<file path="src/rtl/axi_irq_pkg.sv">
// Shared constants, FSM state types and the byte-lane merge helper for the
// AXI interrupt concentrator.
package axi_irq_pkg;

   localparam logic [2:0] REG_RAW     = 3'd0;
   localparam logic [2:0] REG_ENABLE  = 3'd1;
   localparam logic [2:0] REG_EDGE    = 3'd2;
   localparam logic [2:0] REG_INVERT  = 3'd3;
   localparam logic [2:0] REG_PENDING = 3'd4;
   localparam logic [2:0] REG_SWSET   = 3'd5;

   localparam logic [1:0] RESP_OKAY   = 2'b00;
   localparam logic [1:0] RESP_SLVERR = 2'b10;

   typedef enum logic [1:0] {W_IDLE, W_BURST, W_RESP} wstate_e;
   typedef enum logic       {R_IDLE, R_DATA}          rstate_e;

   // Replace the byte lanes of old selected by strb with the matching lanes of wd.
   function automatic logic [31:0] strb_merge(input logic [31:0] old,
                                              input logic [31:0] wd,
                                              input logic [3:0]  strb);
      logic [31:0] m;
      m = '0;
      for (int b = 0; b < 4; b++) m[b*8 +: 8] = {8{strb[b]}};
      return (old & ~m) | (wd & m);
   endfunction

endpackage

</file>
<file path="src/rtl/irq_src_cell.sv">
// One interrupt source: synchroniser, polarity, rising-edge capture and a
// sticky pending bit with software set / write-1-to-clear.
module irq_src_cell
   import axi_irq_pkg::*;
#(
   parameter int SYNC_STAGES = 2
) (
   input  logic clk,
   input  logic rst_n,
   input  logic i_irq,
   input  logic i_invert,
   input  logic i_edge,
   input  logic i_w1c,
   input  logic i_swset,
   output logic o_raw,
   output logic o_pending
);

   logic [SYNC_STAGES-1:0] sync_q, sync_d;
   logic                   prev_q, prev_d;
   logic                   sticky_q, sticky_d;
   logic                   s;
   logic                   rise;

   always_comb begin
      sync_d   = {sync_q[SYNC_STAGES-2:0], i_irq};
      s        = sync_q[SYNC_STAGES-1] ^ i_invert;
      rise     = i_edge & s & ~prev_q;
      prev_d   = s;
      // A hardware edge in the same cycle as a clear must survive.
      sticky_d = (sticky_q & ~i_w1c) | rise | i_swset;
   end

   always_ff @(posedge clk or negedge rst_n) begin
      if (!rst_n) begin
         sync_q   <= '0;
         prev_q   <= 1'b0;
         sticky_q <= 1'b0;
      end else begin
         sync_q   <= sync_d;
         prev_q   <= prev_d;
         sticky_q <= sticky_d;
      end
   end

   assign o_raw     = s;
   assign o_pending = sticky_q | (~i_edge & s);

endmodule

</file>
<file path="src/rtl/axi_irq_concentrator.sv">
// AXI4 slave collecting NUM_IRQ interrupt sources into a masked pending vector
// for the core's external interrupt request input.
module axi_irq_concentrator
   import axi_irq_pkg::*;
#(
   parameter int ID_WIDTH    = 6,
   parameter int NUM_IRQ     = 8,
   parameter int SYNC_STAGES = 2
) (
   input  logic                clk,
   input  logic                rst_n,
   input  logic [NUM_IRQ-1:0]  i_irq,
   output logic [NUM_IRQ-1:0]  o_irq,
   input  logic [ID_WIDTH-1:0] i_awid,
   input  logic [5:0]          i_awaddr,
   input  logic [7:0]          i_awlen,
   input  logic [2:0]          i_awsize,
   input  logic [1:0]          i_awburst,
   input  logic                i_awvalid,
   output logic                o_awready,
   input  logic [63:0]         i_wdata,
   input  logic [7:0]          i_wstrb,
   input  logic                i_wlast,
   input  logic                i_wvalid,
   output logic                o_wready,
   output logic [ID_WIDTH-1:0] o_bid,
   output logic [1:0]          o_bresp,
   output logic                o_bvalid,
   input  logic                i_bready,
   input  logic [ID_WIDTH-1:0] i_arid,
   input  logic [5:0]          i_araddr,
   input  logic [7:0]          i_arlen,
   input  logic [2:0]          i_arsize,
   input  logic [1:0]          i_arburst,
   input  logic                i_arvalid,
   output logic                o_arready,
   output logic [ID_WIDTH-1:0] o_rid,
   output logic [63:0]         o_rdata,
   output logic [1:0]          o_rresp,
   output logic                o_rlast,
   output logic                o_rvalid,
   input  logic                i_rready
);

   logic [NUM_IRQ-1:0]  enable_q, enable_d;
   logic [NUM_IRQ-1:0]  edge_q, edge_d;
   logic [NUM_IRQ-1:0]  invert_q, invert_d;
   logic [NUM_IRQ-1:0]  irq_q, irq_d;
   logic [NUM_IRQ-1:0]  w1c, swset, raw, pending;
   logic [NUM_IRQ-1:0]  rd_reg;
   logic [31:0]         en_m, edge_m, inv_m, set_m;
   logic                wr_commit;
   logic [2:0]          wr_sel;

   wstate_e             wstate_q;
   logic                bvalid_q;
   logic [1:0]          bresp_q;
   logic [ID_WIDTH-1:0] bid_q;

   rstate_e             rstate_q;
   logic                rvalid_q, rlast_q;
   logic [1:0]          rresp_q;
   logic [63:0]         rdata_q;
   logic [ID_WIDTH-1:0] rid_q;
   logic [7:0]          rlen_q, rcnt_q;

   logic                unused_ok;

   for (genvar g = 0; g < NUM_IRQ; g++) begin : g_src
      irq_src_cell #(.SYNC_STAGES(SYNC_STAGES)) u_cell (
         .clk       (clk),
         .rst_n     (rst_n),
         .i_irq     (i_irq[g]),
         .i_invert  (invert_q[g]),
         .i_edge    (edge_q[g]),
         .i_w1c     (w1c[g]),
         .i_swset   (swset[g]),
         .o_raw     (raw[g]),
         .o_pending (pending[g])
      );
   end

   assign o_awready = (wstate_q == W_IDLE) & i_awvalid & i_wvalid;
   assign o_wready  = o_awready | (wstate_q == W_BURST);
   // Only single-beat writes touch registers; the first beat of a burst is dropped.
   assign wr_commit = o_awready & (i_awlen == 8'd0);
   assign wr_sel    = i_awaddr[5:3];

   assign en_m   = strb_merge(32'(enable_q), i_wdata[31:0], i_wstrb[3:0]);
   assign edge_m = strb_merge(32'(edge_q),   i_wdata[31:0], i_wstrb[3:0]);
   assign inv_m  = strb_merge(32'(invert_q), i_wdata[31:0], i_wstrb[3:0]);
   assign set_m  = strb_merge(32'h0,         i_wdata[31:0], i_wstrb[3:0]);

   always_comb begin
      enable_d = enable_q;
      edge_d   = edge_q;
      invert_d = invert_q;
      w1c      = '0;
      swset    = '0;
      if (wr_commit) begin
         case (wr_sel)
            REG_ENABLE:  enable_d = en_m[NUM_IRQ-1:0];
            REG_EDGE:    edge_d   = edge_m[NUM_IRQ-1:0];
            REG_INVERT:  invert_d = inv_m[NUM_IRQ-1:0];
            REG_PENDING: w1c      = set_m[NUM_IRQ-1:0];
            REG_SWSET:   swset    = set_m[NUM_IRQ-1:0];
            default:     ;
         endcase
      end
      irq_d = pending & enable_q;
   end

   always_comb begin
      rd_reg = '0;
      case (i_araddr[5:3])
         REG_RAW:     rd_reg = raw;
         REG_ENABLE:  rd_reg = enable_q;
         REG_EDGE:    rd_reg = edge_q;
         REG_INVERT:  rd_reg = invert_q;
         REG_PENDING: rd_reg = pending;
         default:     rd_reg = '0;
      endcase
   end

   always_ff @(posedge clk or negedge rst_n) begin
      if (!rst_n) begin
         enable_q <= '0;
         edge_q   <= '0;
         invert_q <= '0;
         irq_q    <= '0;
      end else begin
         enable_q <= enable_d;
         edge_q   <= edge_d;
         invert_q <= invert_d;
         irq_q    <= irq_d;
      end
   end

   // Write channel: joint AW/W accept, burst drain, response hold.
   always_ff @(posedge clk or negedge rst_n) begin
      if (!rst_n) begin
         wstate_q <= W_IDLE;
         bvalid_q <= 1'b0;
         bresp_q  <= RESP_OKAY;
         bid_q    <= '0;
      end else begin
         case (wstate_q)
            W_IDLE: begin
               if (i_awvalid && i_wvalid) begin
                  bid_q <= i_awid;
                  if (i_awlen == 8'd0) begin
                     bresp_q  <= RESP_OKAY;
                     bvalid_q <= 1'b1;
                     wstate_q <= W_RESP;
                  end else if (i_wlast) begin
                     bresp_q  <= RESP_SLVERR;
                     bvalid_q <= 1'b1;
                     wstate_q <= W_RESP;
                  end else begin
                     bresp_q  <= RESP_SLVERR;
                     wstate_q <= W_BURST;
                  end
               end
            end
            W_BURST: begin
               if (i_wvalid && i_wlast) begin
                  bvalid_q <= 1'b1;
                  wstate_q <= W_RESP;
               end
            end
            W_RESP: begin
               if (i_bready) begin
                  bvalid_q <= 1'b0;
                  wstate_q <= W_IDLE;
               end
            end
            default: wstate_q <= W_IDLE;
         endcase
      end
   end

   // Read channel: data is captured at address accept, so it is the pre-write value.
   always_ff @(posedge clk or negedge rst_n) begin
      if (!rst_n) begin
         rstate_q <= R_IDLE;
         rvalid_q <= 1'b0;
         rlast_q  <= 1'b0;
         rresp_q  <= RESP_OKAY;
         rdata_q  <= '0;
         rid_q    <= '0;
         rlen_q   <= '0;
         rcnt_q   <= '0;
      end else begin
         case (rstate_q)
            R_IDLE: begin
               if (i_arvalid) begin
                  rid_q    <= i_arid;
                  rlen_q   <= i_arlen;
                  rcnt_q   <= '0;
                  rvalid_q <= 1'b1;
                  rstate_q <= R_DATA;
                  if (i_arlen == 8'd0) begin
                     rdata_q <= 64'(rd_reg);
                     rresp_q <= RESP_OKAY;
                     rlast_q <= 1'b1;
                  end else begin
                     rdata_q <= '0;
                     rresp_q <= RESP_SLVERR;
                     rlast_q <= 1'b0;
                  end
               end
            end
            R_DATA: begin
               if (i_rready) begin
                  if (rlast_q) begin
                     rvalid_q <= 1'b0;
                     rlast_q  <= 1'b0;
                     rstate_q <= R_IDLE;
                  end else begin
                     rcnt_q  <= rcnt_q + 8'd1;
                     rlast_q <= ((rcnt_q + 8'd1) == rlen_q);
                  end
               end
            end
            default: rstate_q <= R_IDLE;
         endcase
      end
   end

   assign o_irq     = irq_q;
   assign o_bvalid  = bvalid_q;
   assign o_bresp   = bresp_q;
   assign o_bid     = bid_q;
   assign o_arready = (rstate_q == R_IDLE) & i_arvalid;
   assign o_rvalid  = rvalid_q;
   assign o_rlast   = rlast_q;
   assign o_rresp   = rresp_q;
   assign o_rdata   = rdata_q;
   assign o_rid     = rid_q;

   assign unused_ok = ^{i_awsize, i_awburst, i_arsize, i_arburst, i_wdata[63:32],
                        i_wstrb[7:4], i_awaddr[2:0], i_araddr[2:0],
                        en_m, edge_m, inv_m, set_m};

endmodule

</file>
<file path="config.mk">
export PLATFORM = sky130hd
export DESIGN_NAME = axi_irq_concentrator
export DESIGN_NICKNAME = d
export VERILOG_FILES = /design/src/rtl/axi_irq_pkg.sv /design/src/rtl/irq_src_cell.sv /design/src/rtl/axi_irq_concentrator.sv
export SDC_FILE = /design/constraint.sdc
export NUM_CORES = 1
export LEC_CHECK = 0
export ABC_AREA = 1
export CAP_MARGIN = 20
export CORE_ASPECT_RATIO = 0.75
export CORE_MARGIN = 8
export CORE_UTILIZATION = 45
export DETAILED_ROUTE_END_ITERATION = 8
export PLACE_DENSITY = 0.87
export REMOVE_ABC_BUFFERS = 1
export SETUP_SLACK_MARGIN = 0.15
export SLEW_MARGIN = 20
export SYNTH_ARGS = -nofsm -noshare
export SYNTH_HDL_FRONTEND = slang
export SYNTH_SLANG_ARGS = --single-unit
export TNS_END_PERCENT = 5
</file>
<file path="constraint.sdc">
create_clock -name clk -period 4.6 [get_ports clk]
set_clock_uncertainty 0.2 [all_clocks]
set_input_delay 0.69 -clock clk [delete_from_list [all_inputs] [get_ports clk]]
set_output_delay 0.69 -clock clk [all_outputs]
set_load 0.05 [all_outputs]
</file>
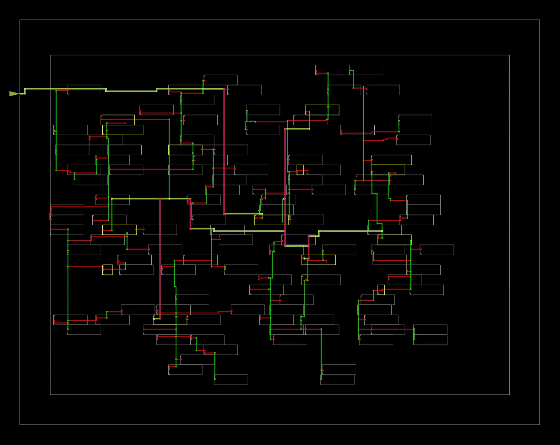
Figure 1: the clock network.
Layout clock buffers: 10
CTS sink count: 108
Seq Cell Count: 108
clock distribution power: 0.800 mW

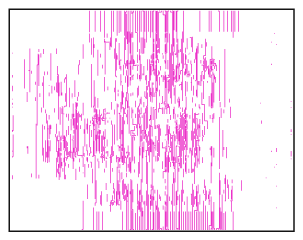
Figure 2: met2 routing.
Drawn at 2 px/µm.
The longest straight run is 37.9 µm. The layer holds 50% of the routed length.

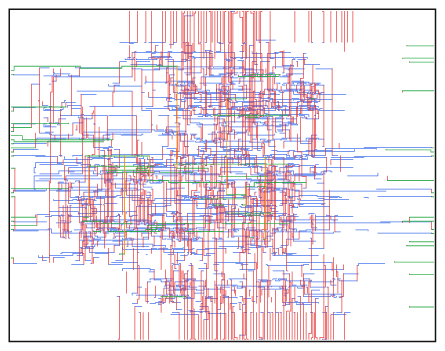
Figure 3: routed metal, one colour a layer.
Drawn at 3 px/µm.
metal 1: drawn in blue, wire length 5240 µm. metal 2: drawn in red, wire length 6110 µm. metal 3: drawn in green, wire length 786 µm. metal 4: drawn in orange, wire length 157 µm.
all-layer global routing usage: 0.161
via count: 4126
DR WL/cell: 13.9 µm
total wire length: 12300 µm

==> CHANGELOG.md <==
### Physical design

- Outcome: finished, final reports clean
- Req. time, crit path: ~3.7 ns
- OpenROAD warning count: approximately 100
- Post-synth EDFFs: 0
- Met3 track demand over resource: 0.0413
- Fin nets: 856
- Top achievable clock speed: 303 MHz
- Buffers & Inverters on Critical Path: 2
- Number of unique standard cell types used by synthesis: 36
- Number of cells in the design after placement: around 870
- Async set-or-reset flop fraction in the synthesized netlist: 1.00
- Leakage power of the design: 3.23 nW
- Clock latency at the later pin of the worst-skew pair: roughly 0.35 ns
- Number of diodes added for antenna fixing: 0
- Count of non-filler cells in the finished layout: 883
- Top Family by Delay on Critical Path: buffers and inverters
- Hold depth: 0
- Class of the worst hold path: reg -> reg
- Cells along the critical path: clkdlybuf4s50_1 > nand2_1 > nor2_8 > clkdlybuf4s50_1
- CP Capture Type: primary output
- Max-capacitance violation count: 0
- Fraction of layout cells with a size suffix above 1: 0.0735
- Slew at the pin closest to its max-slew limit: ~0.84 ns
- Die span in x: 142 µm
- Global-route congestion overflow total: 0
- Dominant Register Cell: dfrtp_1
- Synth Warn #: 0
- Number of fill cells in the layout: a little over 1k
- Type of the worst setup path: in -> out
- Post-synthesis sequential element count: ~110
- Cycle use final: 0.718
- Seq/Total Area, Yosys: 0.508
- Yosys xor share: 0.00493
- Dominant kind of cell: flip-flops and latches
- Biggest area cells: dfrtp_1 (51%), nand2_1 (12%), buf_4 (8.2%)
- Largest net degree at the start of global routing: about 67
- Post-route cell area: 6510 µm²
- Cell Area, Placed: roughly 6200 µm²
- Gr busiest metal: met2
- FA/HA/MAJ Cells, Area Fraction: 0.00235
- Number of port buffers: 94
- Summed standard-cell area reported by yosys: approximately 5300 µm²
- Post-CTS setup-driven buffer insertion count: 0
- TritonCTS clock tree: done
- Reg-to-Reg Start: wstate_q[0]
- Via count of the first global-routing pass: between 4k and 5k
- Slew HR: 0.443
- Maximum cell stage delay along the critical path: 0.84 ns
- Non-clock inverter count in the final layout: 82
- Post-route worst hold slack: between 0.1 and 0.15 ns
- CTS clk-pin slew, worst paths: 0.07 ns
- Root Buffer Master: clkbuf_16
- Number of DRC violations after detailed-routing iteration 0: about 350
- Number of antenna violations at the first check in global routing: 0
- Slowest cell on the critical path: clkdlybuf4s50_1
- Met2 Use GR: 0.268
- Final standard cell utilization of the core: 0.562
- Post-detailed-route DRC marker count: 0
- Count of cells resized by post-cts repair: 0
- NonClk Buf Share: 0.147
- RSZ-0062 raised after global routing: false
- Final GP Congestion: 0.851
- Most common cell on crit path: clkdlybuf4s50_1
- Register fraction of the total cell area: 0.415
- Simple-gate area share of the yosys netlist: 0.222
- Cell count in the Yosys report: just over 600
- H-Tree Level Count: 3
- Terminating pin of the worst hold path: g_src[4].u_cell.sync_q[1]
- Number of buffers on the longest clock path: 2
- Antenna violation net count after detailed routing: 0
- Overall power of the completed layout: between 3 and 4 mW
- Total Negative Setup Slacks: 0 ns
- And-or/or-and share of the synthesized area: 0.112
- HP Start: g_src[4].u_cell.sync_q[0]
- Multiplexer share: 0
- R2R setup slack: ~2.5 ns
- Synthesized netlist cell count: between 600 and 700
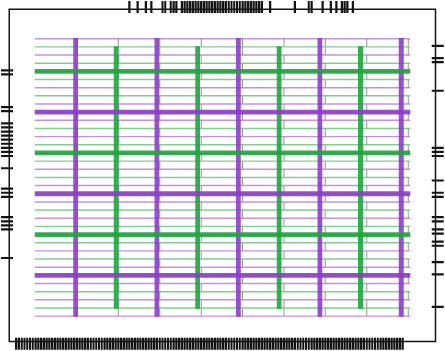
Figure 4: PDN straps and rails.
Drawn at 3 px/µm. Pins as bars on the die edge. Tap cells in grey.
VSS: drawn in purple. VDD: drawn in green.
6 straps on met5. The core has 34 rows. 35 met1 rails follow the rows. 162 tap cells. 232 signal pins sit on the boundary.

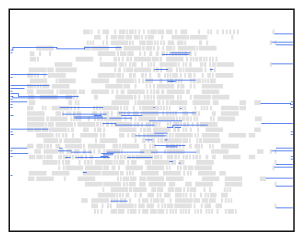
Figure 5: metal 3.
Drawn at 2 px/µm.
The longest straight run is 38.2 µm. The layer carries 786 µm of wire. The layer holds 6.4% of the routed length. 65 nets have wire on it. The wires run mostly horizontal.

## worst max path at each step
stage               from         end  slack [ns]  depth (start not counted)
2_1_floorplan  i_arvalid  o_rdata[0]        1.96                          6
3_3_place_gp    i_wvalid   o_awready        1.31                          4
3_5_place_dp    i_wvalid   o_awready        1.29                          4
4_1_cts         i_wvalid   o_awready        1.29                          4
5_1_grt        i_arvalid   o_arready        1.22                          4
6_report        i_wvalid   o_awready        1.30                          4
## synthesized netlist by cell type (3+ instances only)
library cell	count
or2_2	8
a32oi_1	5
clkbuf_1	4
a21oi_1	11
nand2_1	176
nand3_1	23
nor2_1	37
o22ai_1	8
o21ai_1	16
o21ai_2	16
nor3_1	3
o211ai_1	5
buf_6	4
o21ai_0	21
nand4_4	3
buf_4	58
inv_1	81
dfrtp_1	108
nor4_1	5
o2111ai_1	5
## cell families (layout without fill, tap and decap cells)
group	count (synthesis)	count (layout)
compound gates	92	92
fa+ha+maj	1	1
flops	108	108
xor+xnor	3	3
simple gates	266	266
buf+inv	148	193
other cells	1	58
## routing by layer
layer | vias to the layer above | share of wire | wire [µm]
met5 | - | 0 | 0
met4 | 0 | 0.013 | 157
met3 | 17 | 0.064 | 786
met2 | 114 | 0.50 | 6110
met1 | 1950 | 0.43 | 5240
li1 | 2045 | - | -
## cell usage in the layout (no fill, tap or decap), drive strengths merged, types with 3 or more instances in the layout
cell type and instances:
nand2 179, dfrtp 108, clkdlybuf4s50 93, inv 82, conb 58, o21ai 53, nor2 41, nand3 23
a21oi 11, clkbuf 10, or2 8, o22ai 8, o211ai 5, nor4 5, a32oi 5, o2111ai 5
nand4 5, nor3 4, buf 3
## where the power goes
group,switching (mW),internal [mW]
Combinational,0.706,0.316
Sequential,0.107,1.10
Clock,0.328,0.472
Total,1.14,1.89
Power and IR drop assume default switching activity.
